==> config.mk <==
export PLATFORM = sky130hd
export DESIGN_NAME = mos_switch_arbiter
export DESIGN_NICKNAME = d
export VERILOG_FILES = /design/src/rtl/mos_arb_pkg.sv /design/src/rtl/rr_pick.sv /design/src/rtl/mos_switch_arbiter.sv
export SDC_FILE = /design/constraint.sdc
export NUM_CORES = 1
export LEC_CHECK = 0
export CAP_MARGIN = 10
export CORE_ASPECT_RATIO = 0.6
export CORE_UTILIZATION = 35
export DETAILED_ROUTE_END_ITERATION = 10
export PLACE_DENSITY = 0.63
export SKIP_CTS_REPAIR_TIMING = 1
export SYNTH_ARGS = -nofsm -noshare
export SYNTH_HDL_FRONTEND = slang
export SYNTH_HIERARCHICAL = 1
export SYNTH_SLANG_ARGS = --single-unit
==> constraint.sdc <==
create_clock -name clk -period 4.5 [get_ports clk]
set_input_delay 0.9 -clock clk [delete_from_list [all_inputs] [get_ports clk]]
set_output_delay 0.9 -clock clk [all_outputs]
set_load 0.03 [all_outputs]
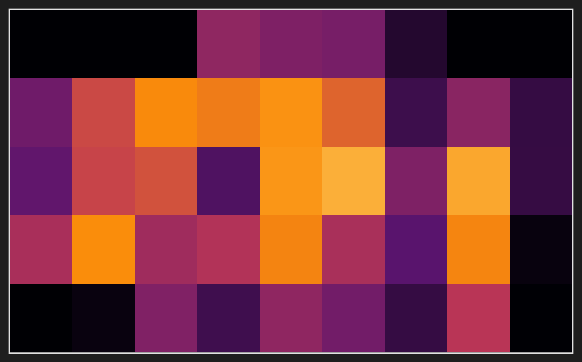
Figure 1: cell area per tile.
The die is cut into 9 by 5 equal tiles; black is low, pale yellow is high, 0 to 100% covered.
fullest tile: 83%
mean over tiles: 36%
nearly empty tiles: 16%
densest ninth of the die: middle
emptiest ninth of the die: top right
tiles over 75% full: 11%
Pre-Place Util: 38.3%
total core area: 0.00385 mm2

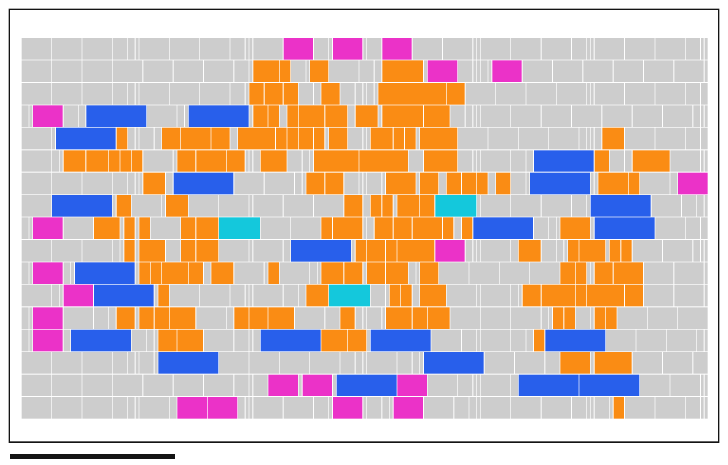
Figure 2: cells colored by class.
The bar under the picture is 20 um long. Fill, decap, tap and diode cells in gray.
| class | color | cells |
|---|---|---|
| flops | blue | 22 |
| other buffers and delay cells | magenta | 20 |
| all other logic | orange | 139 |
| cells driving clock nets | cyan | 3 |
sequential cell area share: 26.2%
fin util: 43.7%

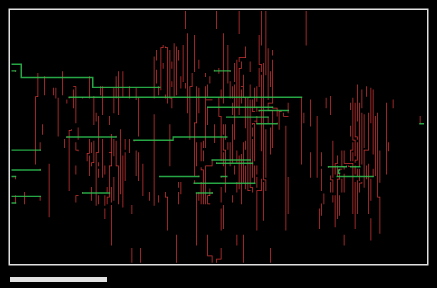
Figure 3: signal wires by layer.
The bar under the picture is 20 um long. Only two layers are drawn.
| layer | color | wire length |
|---|---|---|
| met2 | red | 1,440 um |
| met3 | green | 228 um |
gr usage total: 16.5%
WL per Instance: 14.0 um
Vias: 1,296
final WL: 3360 um

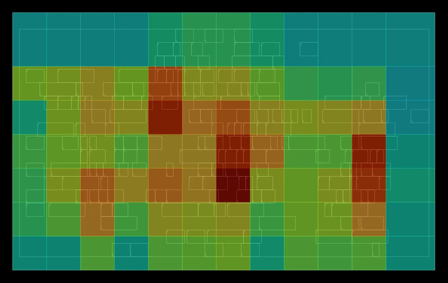
Figure 4: routing congestion.
met2 usage: 25.3%
layer with the highest usage: met2

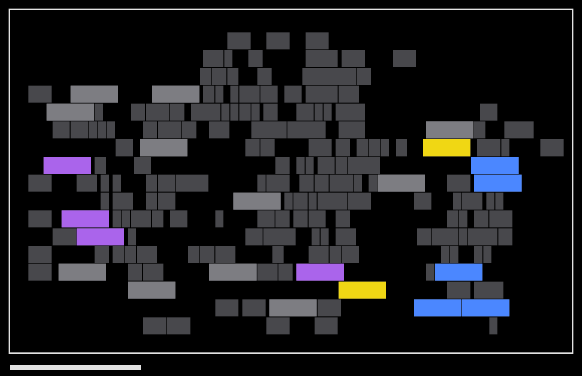
Figure 5: sequential cells grouped by signal name.
The bar under the picture is 20 um long.
| netlist name | color | sequential cells |
|---|---|---|
| pctrl | purple | 4 |
| hold_cnt | blue | 5 |
| state | yellow | 2 |
not colored: 11
register area: 440 um2
sequential power: 0.000239 W

==> reports/qor.yml <==
clock_network:
  clk-insertion-delay-late_ps: 260
  cts_root_buf: "clkbuf_8"
  cts.path.max_buffers: 2
die:
  dieWidth_um: 85.9
  chip_area_mm2: 0.00449
  dieHeight_um: 52.3
setup_path:
  cp_data_required_time_ps: 4700
  crit_fanout: 8
  r2r_cells: 10
  critPathKind: "in -> reg"
sta:
  finalSetupViolations: 0
  worst_pin_slew_ps: 882
  timing.final.crit_period_ps: 3400
  fmax_mhz: 294
  fin_skew_ps: 3.15
cells_and_area:
  nets: 196
  diodes: 0
  n_fill_cell: 372
  largest_register_ff_count: 5
place:
  port_buffers: 20
  routabilityCongestion: 0.903
synthesis:
  ff_type: "dfxtp_1"
  avgSynthCellArea_um2: 8.49
  synth_cells: 174
  yosys-stat-area_mm2: 0.00148
  edf_count: 0
  ys_seq_share_pct: 29.8
run_status:
  outcome: "complete, no violations"
min_path:
  whs_path_depth: 2
  hold_class: "reg -> reg"
power_and_ir_drop:
  vdd_drop_max_v: 0.000130
  pwr-share-comb_pct: 30.8
  p_clk_share_pct: 23.0
  p_switching_w: 0.000177
detailed_routing:
  dr.pass1.iters: 4
  viasPerCell: 5.38
  drt_iter0_drc: 156
global_routing:
  grt_pass1_wl_um: 5630
  grt_antenna_before_repair: 0
job:
  warnings: 27
  drv_cap: 0
## through the flow
step / total power, W / area [um2] / setup WS (ps) / hold slack [ps]
after floorplan: 0.000361 / 1480 / 1730 / 474
after global placement: 0.000398 / 1640 / 1010 / 501
after detailed placement: 0.000401 / 1640 / 822 / 520
after CTS: 0.000523 / 1680 / 1090 / 531
after global routing: 0.000552 / 1680 / 876 / 568
final: 0.000517 / 1680 / 1100 / 529
## cell type report
class	count	share of cell area, %
Inverter	10	2.23
Timing Repair Buffer	20	11.9
Tap cell	57	4.23
Sequential cell	22	26.2
Multi-Input combinational cell	129	53.0
Clock buffer	3	2.45
## routing by layer
metal	share of wire (%)	vias up	GRT usage, %
li1	-	643	-
met5	0	-	0
met3	6.7	5	4.41
met4	0.89	0	5.56
met1	49	604	22.4
met2	43	44	25.3
## synth_stat cells, types with 3 or more instances
cell type / count / area share, %
inv_1: 10 / 2.5
ha_1: 4 / 3.4
nand3_1: 6 / 2.0
mux2i_1: 4 / 2.7
a21oi_1: 4 / 1.4
nor3b_1: 6 / 3.1
buf_4: 4 / 2.0
a31o_1: 4 / 2.4
buf_2: 3 / 1.0
o21ai_1: 5 / 1.7
nor2_1: 16 / 4.1
a31oi_1: 6 / 2.5
nand3b_1: 5 / 2.5
nand2b_1: 8 / 3.4
nand2_1: 15 / 3.8
buf_6: 5 / 3.8
dfxtp_1: 22 / 30
o2111ai_1: 4 / 2.4
## power groups by stage
stage                     Combinational (W)  Clock, W  Sequential (W)
after floorplan                    0.000115         0        0.000247
after global placement             0.000156         0        0.000242
after detailed placement           0.000158         0        0.000243
after CTS                          0.000159  0.000126        0.000238
after global routing               0.000173  0.000136        0.000243
final                              0.000159  0.000119        0.000239
## critical path, stage by stage
cell	delay, ps
clkdlybuf4s50_1	510
mux4_2	600
nand2_2	190
nor3b_1	70
nor2b_1	230
nor2_1	90
nand3_1	100
nor2b_1	310
o211ai_1	170
o2bb2ai_2	220
mux2i_1	190
## cell families (layout without fill, tap and decap cells)
kind of cell | count (synthesis) | after routing | share of synthesized area [%]
and+or+nand+nor | 78 | 78 | 30.1
AOI/OAI and AO/OA | 39 | 39 | 20.7
buffers and inverters | 23 | 33 | 9.66
DFF | 22 | 22 | 29.8
muxes | 7 | 7 | 5.76
adders and majority gates | 4 | 4 | 3.39
xor gates and xnor gates | 1 | 1 | 0.593
Power figures rest on the tool's default switching activity, not on a simulated workload.
